==> config.mk <==
export PLATFORM = sky130hd
export DESIGN_NAME = fp_add_pipe
export DESIGN_NICKNAME = d
export VERILOG_FILES = /design/src/rtl/fp_add_pipe.sv
export SDC_FILE = /design/constraint.sdc
export NUM_CORES = 1
export LEC_CHECK = 0
export CAP_MARGIN = 0
export CORE_MARGIN = 4
export CORE_UTILIZATION = 50
export CTS_CLUSTER_DIAMETER = 30
export DETAILED_ROUTE_END_ITERATION = 12
export PLACE_DENSITY_LB_ADDON = 0.15
export SLEW_MARGIN = 20
export SYNTH_ARGS = -nofsm -noshare
export SYNTH_HDL_FRONTEND = slang
export SYNTH_SLANG_ARGS = --single-unit
==> constraint.sdc <==
create_clock -name clk -period 8.3 [get_ports clk]
set_input_delay 2.49 -clock clk [delete_from_list [all_inputs] [get_ports clk]]
set_output_delay 2.49 -clock clk [all_outputs]
set_load 0.02 [all_outputs]
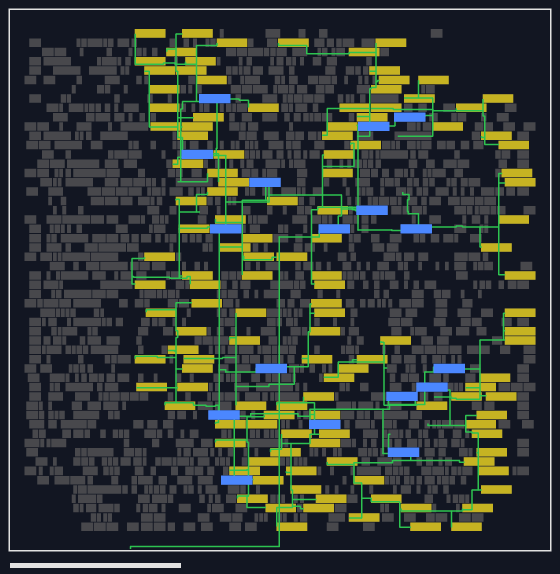
Run 1: clock wires, drivers and flops
Scale bar: 50 um.
[clock drivers] blue | count: 17
[clock wires] green | length: 1870 um
[flip-flops] yellow | count: 129
routed clock nets	18
clock share of power: 16.7%
power attributed to the clock group: 811 uW
clock tree skew after final layout: 0.00799 ns
Insertion Delay late pin: 0.43 ns

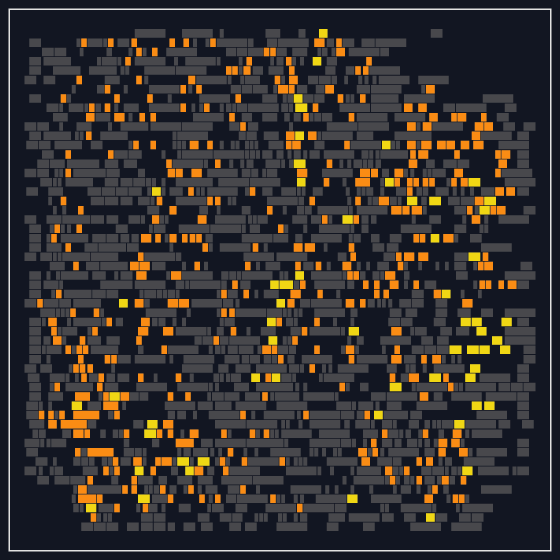
Run 1: logic cells by family
family	colour	cells
AND-OR and OR-AND gates	yellow	59
inverting AOI/OAI gates	orange	345
logic share of the area: 56.6%
Finished Layout Cells: 1699
Top cell excl fill/tap: sky130_fd_sc_hd__nand2_1

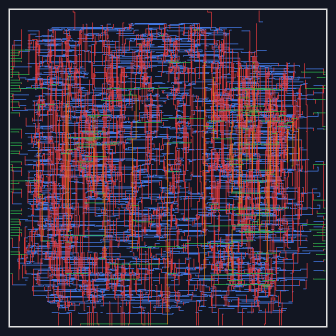
Run 1: metal layers overlaid
layer	colour	wire length
metal 3	green	1330 um
metal 2	red	14500 um
metal 4	orange	1110 um
metal 1	blue	14000 um
Routed WL per cell: 18.2 um
Total Routing Usage GR: 25.2%
detailed-route wire length: 31.0 mm
number of vias after detailed routing: 10.2k

==> Implementation_results.wiki, run 1 <==
== Run summary ==
{| class="wikitable"
! Metric !! Value
|-
| Status || completed
|-
| Die Y-Extent || 158 um
|-
| Number of diodes added for antenna fixing || 0
|-
| Crit path arrival time || 7.06 ns
|-
| Global-route met2 utilization || 41.8%
|-
| Leading cell kind || combinational gates
|-
| Clock distribution area overhead in the final layout || 4.87%
|-
| Cell count of the worst hold path || 2
|-
| Cell Area, Placed || 0.0124 mm2
|-
| Adder-cell share of the synthesized area || 7.49%
|-
| Synthesized net count || 1488
|-
| Commonest non-fill, non-tap cells in the layout || sky130_fd_sc_hd__nand2_1 (185), sky130_fd_sc_hd__dfrtp_1 (129), sky130_fd_sc_hd__nor2_1 (121)
|-
| Global placement routability congestion || 0.942
|-
| N_taps || 280
|-
| Power per cell area || 373 mW/mm2
|-
| Number of pins with negative max-slew slack in the final report || 0
|-
| Count of hold-fix buffers inserted at cts || 0
|-
| Root buffer cell || sky130_fd_sc_hd__clkbuf_16
|-
| Final hold violation count || 0
|-
| Leak || 5.61 nW
|-
| Global route total overflow || 0
|-
| Number of iterations in the first detailed-routing pass || 5
|-
| Post-Synthesis Cells || 1353
|-
| PortBufs || 104
|-
| TritonCTS clock tree || done
|-
| Crit. path cell count || 18
|-
| Met1 Usage GRT || 33.4%
|}
==> run 1 -> run 2 <==
==> constraint.sdc (replaced) <==
create_clock -name clk -period 6.89 [get_ports clk]
set_input_delay 2.067 -clock clk [delete_from_list [all_inputs] [get_ports clk]]
set_output_delay 2.067 -clock clk [all_outputs]
set_load 0.02 [all_outputs]
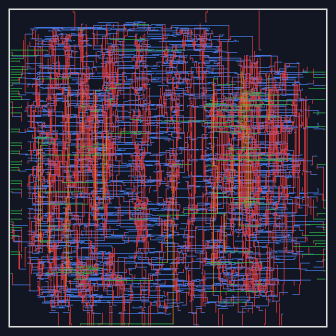
Run 2: metal layers overlaid
layer	colour	wire length
metal 1	blue	13600 um
metal 3	green	1450 um
metal 4	orange	1000 um
metal 2	red	14000 um
Total Routing Usage GR: 24.6%
number of vias after detailed routing: 10.1k
Routed WL per cell: 17.6 um
detailed-route wire length: 30.1 mm

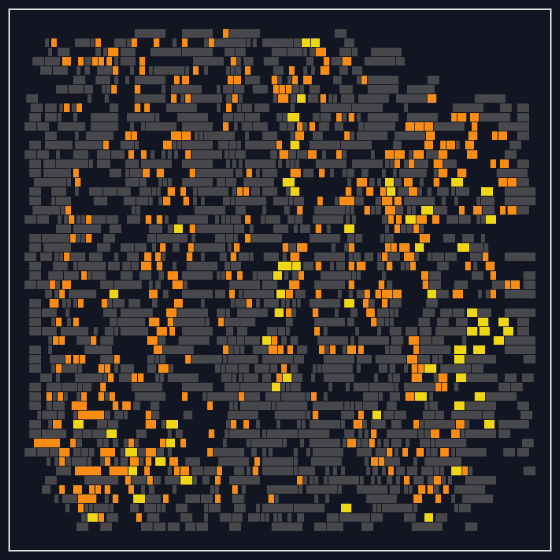
Run 2: logic cells by family
family	colour	cells
inverting AOI/OAI gates	orange	345
AND-OR and OR-AND gates	yellow	59
Finished Layout Cells: 1707
logic share of the area: 56.4%

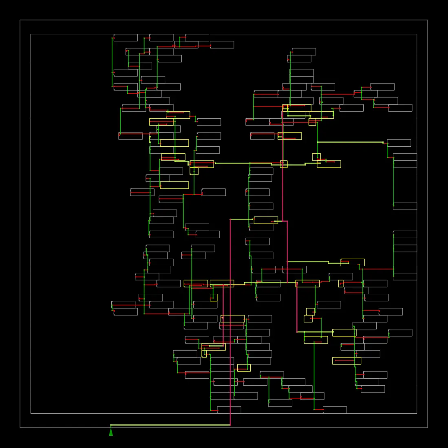
Run 2: clock nets
Insertion Delay late pin: 0.42 ns
power attributed to the clock group: 920 uW
total clock sinks: 129
TritonCTS Buffers: 17
flop count: 129

==> run 2 against run 1 <==
Synthesized cell count did not move. Clock skew rose by 0.0019 ns. Global-route usage fell by 0.68 points. Critical endpoint unchanged. Clock-buffer cell count fell by 1. Worst setup slack got worse by 0.69 ns. Largest power group unchanged. Critical path type unchanged. Design area rose by 0.23%.
==> Implementation_results.wiki, run 2 <==
== Run summary ==
{| class="wikitable"
! Metric !! Value
|-
| Adder-cell share of the synthesized area || 7.49%
|-
| Top cell excl fill/tap || sky130_fd_sc_hd__nand2_1
|-
| Commonest non-fill, non-tap cells in the layout || sky130_fd_sc_hd__nand2_1 (185), sky130_fd_sc_hd__dfrtp_1 (129), sky130_fd_sc_hd__nor2_1 (121)
|-
| Power per cell area || 442 mW/mm2
|-
| Synthesized net count || 1488
|-
| Crit path arrival time || 6.34 ns
|-
| Status || completed
|-
| Die Y-Extent || 158 um
|-
| Clock share of power || 16.0%
|-
| Crit. path cell count || 18
|-
| Clock distribution area overhead in the final layout || 4.61%
|-
| Number of pins with negative max-slew slack in the final report || 0
|-
| PortBufs || 104
|-
| Root buffer cell || sky130_fd_sc_hd__clkbuf_16
|-
| Leak || 5.64 nW
|-
| Global route total overflow || 0
|-
| Number of iterations in the first detailed-routing pass || 5
|-
| Met1 Usage GRT || 33.6%
|-
| Final hold violation count || 0
|-
| Global-route met2 utilization || 40.1%
|}
Power and IR drop assume default switching activity.
